**Run 1: metal layers overlaid**

Only two layers are drawn.
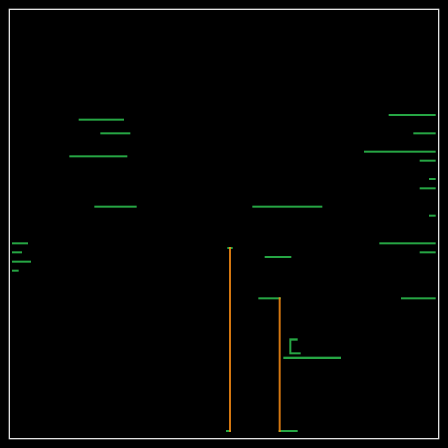
**Run 1: track usage over the die**

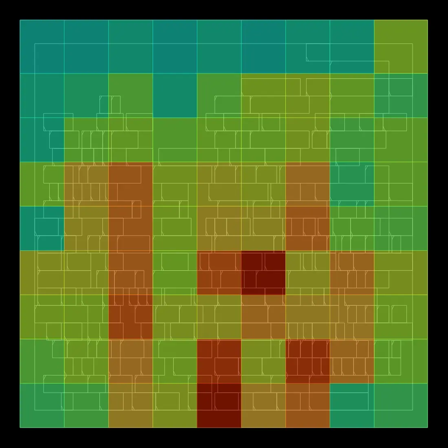
**Run 1: clock network drawn from the DEF**

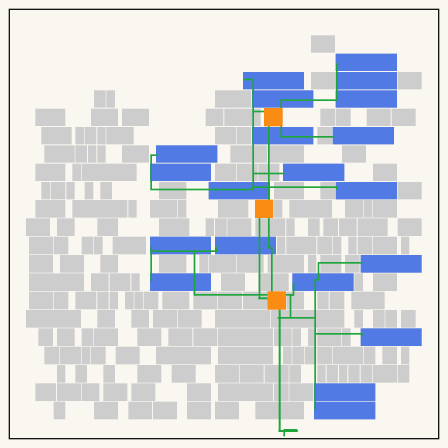
**Run 1: placement by cell class**

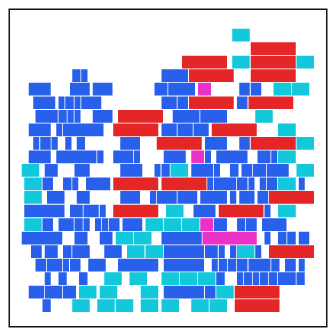
==> config.mk <==
export PLATFORM = sky130hd
export DESIGN_NAME = count_arbiter_flat
export DESIGN_NICKNAME = d
export VERILOG_FILES = /design/src/rtl/count_arb_pkg.sv /design/src/rtl/count_arbiter_if.sv /design/src/rtl/count_arbiter_rr_pick.sv /design/src/rtl/count_arbiter.sv /design/src/flat_wrapper.sv
export SDC_FILE = /design/constraint.sdc
export NUM_CORES = 1
export LEC_CHECK = 0
export CAP_MARGIN = 20
export CORE_MARGIN = 2
export CORE_UTILIZATION = 50
export CTS_CLUSTER_DIAMETER = 80
export DETAILED_ROUTE_END_ITERATION = 10
export PLACE_DENSITY = 0.88
export SLEW_MARGIN = 5
export SYNTH_ARGS = -nofsm -noshare
export SYNTH_HDL_FRONTEND = slang
export SYNTH_HIERARCHICAL = 1
export SYNTH_SLANG_ARGS = --single-unit
==> constraint.sdc <==
create_clock -name clock -period 4.9 [get_ports clock]
set_clock_uncertainty 0.05 [all_clocks]
set_input_delay 0.98 -clock clock [delete_from_list [all_inputs] [get_ports clock]]
set_output_delay 0.98 -clock clock [all_outputs]
set_load 0.01 [all_outputs]
==> src/rtl/count_arb_pkg.sv <==
// Shared state encoding and burst-length helper for the count arbiter slice.
package count_arb_pkg;

    typedef enum logic [1:0] {
        S_IDLE = 2'd0,
        S_CLR  = 2'd1,
        S_RUN  = 2'd2,
        S_DONE = 2'd3
    } state_t;

    localparam int BW_MAX = 8;

    // A zero length encodes the full 2**bw burst, so the result needs one extra bit.
    function automatic logic [BW_MAX:0] burst_len(input logic [BW_MAX-1:0] len, input int bw);
        logic [BW_MAX:0] r;
        r = {1'b0, len};
        if (len == '0) r = (BW_MAX+1)'(1) << bw;
        return r;
    endfunction

endpackage

==> src/rtl/count_arbiter_if.sv <==
// Requester-side bus of the count arbiter; lock exists only with COUNT_ARB_LOCK_EN.
interface count_arbiter_if #(
    parameter int NREQ   = 4,
    parameter int BW     = 4,
    parameter int STEP_W = 1
);
    logic [NREQ-1:0]        req;
    logic [NREQ*BW-1:0]     req_len;
    logic [NREQ*STEP_W-1:0] req_step;
    logic [NREQ-1:0]        req_clr;
`ifdef COUNT_ARB_LOCK_EN
    logic                   lock;
`endif
    logic [NREQ-1:0]        grant;
    logic                   busy;
    logic                   cnt_clr;
    logic                   cnt_en;
    logic [STEP_W-1:0]      cnt_step;
    logic [NREQ-1:0]        done;
    logic                   abort;

`ifdef COUNT_ARB_LOCK_EN
    modport master (output req, req_len, req_step, req_clr, lock,
                    input  grant, busy, cnt_clr, cnt_en, cnt_step, done, abort);
    modport slave  (input  req, req_len, req_step, req_clr, lock,
                    output grant, busy, cnt_clr, cnt_en, cnt_step, done, abort);
`else
    modport master (output req, req_len, req_step, req_clr,
                    input  grant, busy, cnt_clr, cnt_en, cnt_step, done, abort);
    modport slave  (input  req, req_len, req_step, req_clr,
                    output grant, busy, cnt_clr, cnt_en, cnt_step, done, abort);
`endif

endinterface

==> src/rtl/count_arbiter_rr_pick.sv <==
// Combinational round-robin picker: first request at or after ptr, wrapping.
module rr_pick #(
    parameter int NREQ = 4,
    localparam int PW  = $clog2(NREQ)
) (
    input  logic [NREQ-1:0] req,
    input  logic [PW-1:0]   ptr,
    output logic [NREQ-1:0] onehot,
    output logic [PW-1:0]   idx
);

    logic          found;
    logic [PW-1:0] cand;

    always_comb begin
        onehot = '0;
        idx    = '0;
        found  = 1'b0;
        cand   = '0;
        for (int i = 0; i < NREQ; i++) begin
            cand = PW'((int'(ptr) + i) % NREQ);
            if (!found && req[cand]) begin
                found        = 1'b1;
                onehot[cand] = 1'b1;
                idx          = cand;
            end
        end
    end

endmodule

==> src/rtl/count_arbiter.sv <==
// Round-robin owner of the shared step counter. With COUNT_ARB_LOCK_EN defined,
// lock held during DONE keeps arbitration starting from the current owner.
module count_arbiter
    import count_arb_pkg::*;
#(
    parameter int NREQ   = 4,
    parameter int BW     = 4,
    parameter int STEP_W = 1
) (
    input  logic           clock,
    input  logic           reset,
    count_arbiter_if.slave bus
);

    localparam int PW = $clog2(NREQ);

    state_t            state;
    logic [NREQ-1:0]   grant_q;
    logic [NREQ-1:0]   done_q;
    logic              abort_q;
    logic [PW-1:0]     ptr;
    logic [PW-1:0]     owner;
    logic [BW:0]       remaining;

    logic [NREQ-1:0]   pick_onehot;
    logic [PW-1:0]     pick_idx;
    logic [BW_MAX-1:0] len_ext;
    logic [BW_MAX:0]   len_full;
    logic              owner_req;
    logic [STEP_W-1:0] owner_step;
    logic [PW-1:0]     next_ptr;

    rr_pick #(.NREQ(NREQ)) u_pick (
        .req    (bus.req),
        .ptr    (ptr),
        .onehot (pick_onehot),
        .idx    (pick_idx)
    );

    always_comb begin
        len_ext         = '0;
        len_ext[BW-1:0] = bus.req_len[int'(pick_idx)*BW +: BW];
    end

    assign len_full   = burst_len(len_ext, BW);
    assign owner_req  = bus.req[owner];
    assign owner_step = bus.req_step[int'(owner)*STEP_W +: STEP_W];
    assign next_ptr   = (int'(owner) == NREQ-1) ? '0 : owner + PW'(1);

    always_ff @(posedge clock or posedge reset) begin
        if (reset) begin
            state     <= S_IDLE;
            grant_q   <= '0;
            done_q    <= '0;
            abort_q   <= 1'b0;
            ptr       <= '0;
            owner     <= '0;
            remaining <= '0;
        end else begin
            done_q <= '0;
            case (state)
                S_IDLE: begin
                    abort_q <= 1'b0;
                    if (|bus.req) begin
                        grant_q   <= pick_onehot;
                        owner     <= pick_idx;
                        remaining <= len_full[BW:0];
                        state     <= bus.req_clr[pick_idx] ? S_CLR : S_RUN;
                    end
                end
                S_CLR: begin
                    if (!owner_req) begin
                        abort_q <= 1'b1;
                        grant_q <= '0;
                        done_q  <= grant_q;
                        state   <= S_DONE;
                    end else begin
                        state <= S_RUN;
                    end
                end
                S_RUN: begin
                    // An owner dropping its request ends the burst without stepping.
                    if (!owner_req) begin
                        abort_q <= 1'b1;
                        grant_q <= '0;
                        done_q  <= grant_q;
                        state   <= S_DONE;
                    end else begin
                        remaining <= remaining - (BW+1)'(1);
                        if (remaining == (BW+1)'(1)) begin
                            grant_q <= '0;
                            done_q  <= grant_q;
                            state   <= S_DONE;
                        end
                    end
                end
                S_DONE: begin
                    abort_q <= 1'b0;
                    state   <= S_IDLE;
`ifdef COUNT_ARB_LOCK_EN
                    ptr     <= bus.lock ? owner : next_ptr;
`else
                    ptr     <= next_ptr;
`endif
                end
                default: state <= S_IDLE;
            endcase
        end
    end

    assign bus.grant    = grant_q;
    assign bus.busy     = (state != S_IDLE);
    assign bus.cnt_clr  = (state == S_CLR);
    assign bus.cnt_en   = (state == S_RUN) && owner_req;
    assign bus.cnt_step = (state == S_RUN) ? owner_step : '0;
    assign bus.done     = done_q;
    assign bus.abort    = abort_q;

endmodule
==> src/flat_wrapper.sv <==
// flat-port wrapper written by rule: the top's interface ports become plain ports
module count_arbiter_flat import count_arb_pkg::*;
#(
    parameter int NREQ   = 4,
    parameter int BW     = 4,
    parameter int STEP_W = 1
)
  (clock, reset, bus_req, bus_req_len, bus_req_step, bus_req_clr, bus_grant, bus_busy, bus_cnt_clr, bus_cnt_en, bus_cnt_step, bus_done, bus_abort);
  count_arbiter_if #(.NREQ(NREQ), .BW(BW), .STEP_W(STEP_W)) bus_i ();
  input  logic clock;
  input  logic reset;
  input wire logic [$bits(bus_i.req)-1:0] bus_req;
  input wire logic [$bits(bus_i.req_len)-1:0] bus_req_len;
  input wire logic [$bits(bus_i.req_step)-1:0] bus_req_step;
  input wire logic [$bits(bus_i.req_clr)-1:0] bus_req_clr;
  output wire logic [$bits(bus_i.grant)-1:0] bus_grant;
  output wire logic [$bits(bus_i.busy)-1:0] bus_busy;
  output wire logic [$bits(bus_i.cnt_clr)-1:0] bus_cnt_clr;
  output wire logic [$bits(bus_i.cnt_en)-1:0] bus_cnt_en;
  output wire logic [$bits(bus_i.cnt_step)-1:0] bus_cnt_step;
  output wire logic [$bits(bus_i.done)-1:0] bus_done;
  output wire logic [$bits(bus_i.abort)-1:0] bus_abort;
  assign bus_i.req = bus_req;
  assign bus_i.req_len = bus_req_len;
  assign bus_i.req_step = bus_req_step;
  assign bus_i.req_clr = bus_req_clr;
  assign bus_grant = bus_i.grant;
  assign bus_busy = bus_i.busy;
  assign bus_cnt_clr = bus_i.cnt_clr;
  assign bus_cnt_en = bus_i.cnt_en;
  assign bus_cnt_step = bus_i.cnt_step;
  assign bus_done = bus_i.done;
  assign bus_abort = bus_i.abort;
  count_arbiter #(.NREQ(NREQ), .BW(BW), .STEP_W(STEP_W)) u_core (.clock(clock), .reset(reset), .bus(bus_i));
endmodule
==> CHANGELOG.md, run 1 <==
### Implementation results

- Placed Instances: 257
- Crit path max-delay family: AND-OR/OR-AND gates
- Final Hold Violation Tally: 0
- Kind of end point of the critical path: register
- Slowest cell delay on critical path: 0.67 ns
- Worst vdd ir: between 0.3 and 0.4 mV
- WP depth: 8
- Antenna Nets Post-Route: 0
- Crit Path Category: input pin to register
- Worst-path fanout max: 13
- Cell Area, Synth: between 0.0015 and 0.002 mm^2
- Max Used Layer: met4
- Fin util: between 60 and 70%
- M3 GR Usage: less than 1%
- Port Buffers: around 42
- Io pins: ~43
- Final HPWL DP: between 3 and 4 mm
- Top cells by count, synth: 20 x dfrtp_1, 13 x ha_1, 13 x inv_1
- Worst setup endpoint: u_core/remaining[4]$_DFFE_PP0P_
- Core Area: about 0.0034 mm^2
- CP arrival: 4.28 ns
- Grt met2 use: slightly below 40%
- Setup Viol. Count Final: 0
- CTS tree: built
- CTS H-tree lvls: 1
- Hold Crit Depth: 2
- Worst-Margin Slew: approximately 0.76 ns
- Post-Syn Instances: 178
- Rel. slew slack: between 40% and 50%
- First-pass GRT wire length: between 6 and 7 mm
- WL met2: about 2.1 mm
- Most frequent cell after synthesis: dfrtp_1
- Worst flop-to-flop path endpoint: u_core/remaining[4]$_DFFE_PP0P_
- Critical Path Start Type: input pin
- EDFF count, synth: 0
- Setup TNS: 0 ns
- Global placement routability congestion: around 0.88
- Reg2reg setup slack: between 0.9 and 1 ns
- Status: finished clean
- Tool warning count: 35
- Hold endpoint: u_core/remaining[1]$_DFFE_PP0P_
- Synth top area share: around 28%
- Fp util: 52.7%
- Root Driver: clkbuf_4
- Cell type with the largest total area: dfrtp_1
- Pleak: ~0.001 uW
- CTS max path bufs: 2
- Post-route cell area: roughly 0.0023 mm^2
- Final wirelength: around 4.0 mm
- Starting DRC count in detailed routing: 89
- Max-capacitance violation count: 0
- Largest net degree at the start of global routing: 21
- Overflow after GRT: 0
- Post-synth top flop: dfrtp_1
- DIE AREA: a little over 0.004 mm^2
- Vias in the first global route: approximately 1.5k
- Flops & latches, synth: 20
- Ratio of cells with drive above 1 in the final layout: a little under a fifth
- Final #Nets: between 200 and 300
- Synthesis-to-finish area growth: 27.1%
- Async S/R FF share, synth: 100%
- Post-CTS setup buffers: 0
- Hold path startpoint: u_core/remaining[1]$_DFFE_PP0P_
- Max Fclk: about 240 MHz
- Worst min-delay path class: register to register
- Cycle use final: 83.8%
- # rows: 21
- Sequential area share after synthesis: between 20% and 30%
- Die Ht: approximately 64 um
- Fillcell total: 272
- Met1 GRT Util: about a quarter
- Synthesized net count: ~220
- Met3 wire length: between 100 and 150 um
- Netlist cell types: around 50
- Clk pin slew, worst setup/hold paths: 0.12 ns
- Yosys chip area: around 0.0018 mm^2
- Cell Count, Final, Fillers Out: 261
- Cell Area, Placed: 0.00220 mm^2
- Setup slack after placement: approximately 0.50 ns
- CP bufs+invs: 1
- TritonCTS Buffers: 3
- TritonRoute pass-1 iters: 4
- Crit. Startpoint: bus_req[1]
- Mean Syn Cell Area: around 10 um^2
- Crit path cell chain: clkdlybuf4s50_1 > nor3b_1 > o21ai_0 > o31ai_1 > o31a_1 > mux4_2 > or4_1 > o211ai_1
- Slowest library cell on the worst path: clkdlybuf4s50_1
- Die width: approximately 64 um
- Biggest area cells: dfrtp_1 28%, mux4_2 11%, ha_1 9.2%
- Worst R2R Path Depth: 8
- Yosys cell count: 178
- DR DRC count: 0
- Total power draw: 1450 uW
- Final Max Tran Viols: 0
- Min Hold Slack: roughly 0.5 ns
About 'metal layers overlaid':
- green: met3 (wire length 104 um)
- orange: met4 (wire length 46.9 um)

About 'track usage over the die':
GRT Max-Usage Layer: met2
WL per Instance: 15.4 um

About 'clock network drawn from the DEF':
- green: clock wires (length 239 um)
- blue: flip-flops (count 20)
- orange: cells driving clock nets (count 3)
- routed clock nets: 4

About 'placement by cell class':
- magenta: clock drivers and dummy loads (cells 4)
- cyan: other buffers and delay cells (cells 42)
- red: flip-flops (cells 20)
- blue: all other logic (cells 149)

==> run 1: where the power goes <==
| group | internal [uW] | switching [uW] | leakage (uW) |
|---|---|---|---|
| combinational | 516 | 474 | 0.000692 |
| clock | 82.6 | 52.8 | 0.0000279 |
| sequential | 227 | 97.6 | 0.000253 |
==> run 1: cells in the final DEF, fill, tap and decap left out, types with 2 or more instances in the layout <==
cell and instances:
or2_2 3, nor3b_1 2, dfrtp_1 20, ha_1 13, and2b_2 3, o21ai_0 9, mux2_2 6, or4_1 2
nor3_1 4, clkbuf_4 3, nor2_1 12, mux2i_1 4, and3b_1 2, a21oi_1 7, nand3_1 2, and2_1 2
or3_1 3, nand2b_1 2, mux4_2 9, clkdlybuf4s50_1 42, mux2_4 4, nand2_1 12, a31oi_1 4, a221o_2 4
and3_1 4, nor2b_1 2, inv_1 13
==> run 1: layout make-up <==
class / count / area (um^2) / share of cell area [%]
repair buffers: 42 / 420 / 18.7
clock buffers: 3 / 22.5 / 1.00
well taps: 46 / 57.6 / 2.56
clock inverters: 1 / 30.0 / 1.33
inverters: 13 / 48.8 / 2.17
flip-flops and latches: 20 / 500 / 22.2
multi-input cells: 136 / 1170 / 52.1
==> run 1: flip-flops by register name (all words and copies together) (netlist names) <==
| name | flops |
|---|---|
| u_core/bus.grant | 4 |
| u_core/bus.abort | 1 |
| u_core/state | 2 |
| u_core/bus.done | 4 |
| u_core/owner | 2 |
| u_core/ptr | 2 |
| u_core/remaining | 5 |
==> run 1: cell families after synthesis <==
logic type | after synthesis | share of synthesized area [%]
and+or+nand+nor | 60 | 19.4
AOI/OAI and AO/OA | 40 | 16.7
muxes | 23 | 20.9
buffers and inverters | 22 | 5.58
DFF | 20 | 28.2
adders and majority gates | 13 | 9.18
**Run 1: ports around the boundary**

Pins as bars across the die edge, other pins in gray.
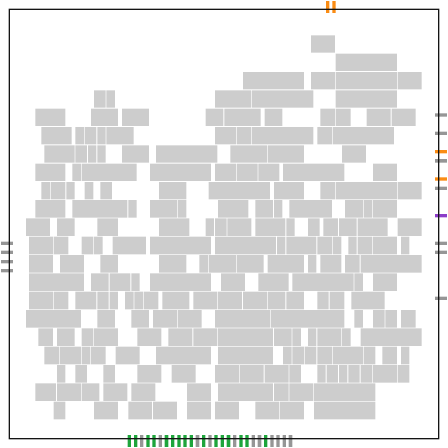

## Run 2: what changed since run 1
==> constraint.sdc (replaced) <==
create_clock -name clock -period 4 [get_ports clock]
set_clock_uncertainty 0.05 [all_clocks]
set_input_delay 0.8 -clock clock [delete_from_list [all_inputs] [get_ports clock]]
set_output_delay 0.8 -clock clock [all_outputs]
set_load 0.01 [all_outputs]
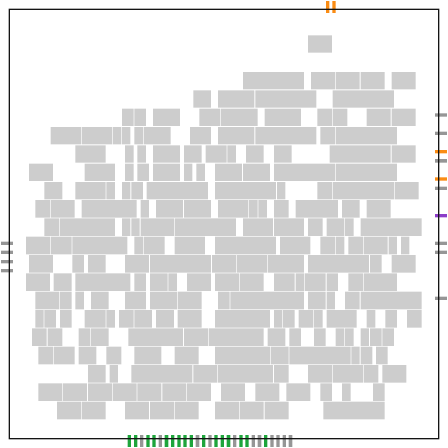
**Above:** run 2 (ports around the boundary).
Pins as bars across the die edge, other pins in gray.
- green: bus_req_len (pins 16; direction input; edge south)
- purple: bus_abort (pins 1; direction output; edge east)
- orange: bus_grant (pins 4; direction output; edge 2 east, 2 north)

==> CHANGELOG.md, run 2 <==
### Implementation results

- First-pass GRT wire length: 6.60 mm (-2.8%)
- EDFF count, synth: 0 (unchanged)
- Slowest cell delay on critical path: 0.64 ns (-0.03 ns)
- Die width: 63.5 um (unchanged)
- Cell Area, Placed: 0.00223 mm^2 (+1.4%)
- Grt met2 use: 35.3% (-3.4 points)
- Async S/R FF share, synth: 100% (unchanged)
- Placed Instances: 261 (+1.6%)
- Max reg flops: 5 (unchanged)
- Vias in the first global route: 1422 (-2.9%)
- Final wirelength: 3.88 mm (-3.7%)
- Synth Area in Adders: 9.18% (unchanged)
- CP arrival: 2.73 ns (-1.55 ns)
- Top cell excl fill/tap: clkdlybuf4s50_1
- Post-route cell area: 0.00228 mm^2 (+1.3%)
- Mean Syn Cell Area: 9.95 um^2 (unchanged)
- Cell type with the largest total area: dfrtp_1
- CTS tree: built
- WL met2: 2.01 mm (-5.6%)
- Sequential area share after synthesis: 28.2% (unchanged)
- Setup TNS: 0 ns (unchanged)
- Overflow after GRT: 0 (unchanged)
- Biggest area cells: dfrtp_1 28%, mux4_2 11%, ha_1 9.2%
- Rel. slew slack: 49.7% (+0.31 points)
- Worst min-delay path class: register to register
- Clk pin slew, worst setup/hold paths: 0.13 ns (about the same)
- Final HPWL DP: 3.06 mm (-2.7%)
- Root Driver: clkbuf_4
- Largest net degree at the start of global routing: 21 (unchanged)
- Total power draw: 1790 uW (+24%)
- Max Used Layer: met4
- Port Buffers: 42 (unchanged)
- Setup slack after placement: 0.181 ns (-0.314 ns)
- Dominant comb cell: multiplexers
- Pleak: 0.000993 uW (+2.1%)
- Yosys chip area: 0.00177 mm^2 (unchanged)
- Fillcell total: 286 (+5.1%)
- CTS H-tree lvls: 1 (unchanged)
- Crit path cell chain: clkdlybuf4s50_1 > mux4_2 > and2_1 > clkdlybuf4s50_1
- Cell Area, Synth: 0.00177 mm^2 (unchanged)
- DR DRC count: 0 (unchanged)
- Core Area: 0.00336 mm^2 (unchanged)
- Met1 GRT Util: 26.9% (+0.75 points)
- Most frequent cell after synthesis: dfrtp_1
- Critical Path Start Type: input pin
- Xor/xnor share: 0% (unchanged)
- Cycle use final: between 80% and 90%
- Status: finished clean
- Most frequent cells in the layout: 42 x clkdlybuf4s50_1, 20 x dfrtp_1, 13 x inv_1, 13 x ha_1
- Crit Path Category: input pin to primary output
- Io pins: 43 (unchanged)
- Largest Register: u_core/remaining
- Post-synth top flop: dfrtp_1
- Synth top area share: 28.2% (unchanged)
- TritonCTS Buffers: 3 (unchanged)
- Min Hold Slack: 0.488 ns (+0.00209 ns)
- Synthesis-to-finish area growth: 28.8%
- Synthesized net count: 221 (unchanged)
- Flops & latches, synth: 20 (unchanged)
- Fp util: 52.7% (unchanged)
- WL per Instance: 14.7 um (-5.1%)
- Worst-path fanout max: 13 (unchanged)
- Final Max Tran Viols: 0 (unchanged)
- Slowest library cell on the worst path: mux4_2
- Vias per cell: approximately 5.6
- Crit path max-delay family: buffers and inverters
- Post-Syn Instances: 178 (unchanged)
- CTS max path bufs: 2 (unchanged)
- Fin util: 67.9% (+0.89 points)
- Post-CTS setup buffers: 0 (unchanged)
- # rows: 21 (unchanged)
- Max Fclk: about 280 MHz
- Met3 wire length: 94 um (-9.6%)
- Die Ht: 63.5 um (unchanged)
- TritonRoute pass-1 iters: 4 (unchanged)
- Kind of end point of the critical path: primary output
- Post-synthesis compound-gate area fraction: 16.7% (unchanged)
- Simple Share, Synth: 19.4% (unchanged)
- Global placement routability congestion: 0.826 (-5.9%)
- Setup Viol. Count Final: 0 (unchanged)
- Starting DRC count in detailed routing: 122 (+37%)
- Synth mux share: 20.9% (unchanged)
- Tool warning count: 35 (unchanged)
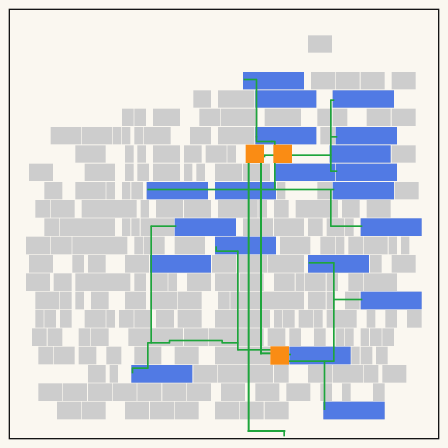
**Above:** run 2 (clock network drawn from the DEF).
clock power share: 9.4%
worst skew pair latency: 0.31 ns
P_clk: 168 uW

run 2: netlist changes by cell type in the layout (fill, tap and decap cells not counted), sizes merged:
cell,previous run,this run
buf,0,4
run 2: path summary, 6_finish.rpt:
kind                                                  from                         endpoint  slack [ns]  cells past startpoint
hold / removal             u_core/remaining[1]$_DFFE_PP0P_  u_core/remaining[1]$_DFFE_PP0P_        0.49                      2
min in group asynchronous                            reset  u_core/remaining[3]$_DFFE_PP0P_        0.85                      2
setup / recovery                                bus_req[1]                       bus_cnt_en        0.42                      4
max in group asynchronous                            reset        u_core/ptr[1]$_DFFE_PP0N_        2.57                      2
setup reg to reg                 u_core/ptr[1]$_DFFE_PP0N_  u_core/remaining[4]$_DFFE_PP0P_        0.62                      9
hold reg to reg            u_core/remaining[1]$_DFFE_PP0P_  u_core/remaining[1]$_DFFE_PP0P_        0.49                      2
run 2: worst reg2reg max path: stages, from the launching register on:
cell	delay [ns]
dfrtp_1	0.63
inv_1	0.12
ha_1	0.43
mux2i_1	0.21
a211oi_1	0.07
o21ai_0	0.22
o31a_1	0.32
mux4_2	0.56
or4_1	0.54
o211ai_1	0.17
run 2: layout make-up:
| type | count | area [um^2] | share of cell area [%] |
|---|---|---|---|
| clock inverters | 1 | 30.0 | 1.32 |
| inverters | 13 | 48.8 | 2.14 |
| repair buffers | 46 | 450 | 19.7 |
| clock buffers | 3 | 22.5 | 0.987 |
| flip-flops and latches | 20 | 500 | 21.9 |
| well taps | 46 | 57.6 | 2.52 |
| multi-input cells | 136 | 1170 | 51.4 |
run 2: power by group:
group	total [uW]	internal, uW	switching (uW)	leakage [uW]
Clock	168	101	67.0	0.0000279
Combinational	1260	660	595	0.000712
Sequential	370	279	90.7	0.000253
Total	1790	1040	753	0.000993
Power is estimated from default activity; no workload was simulated.
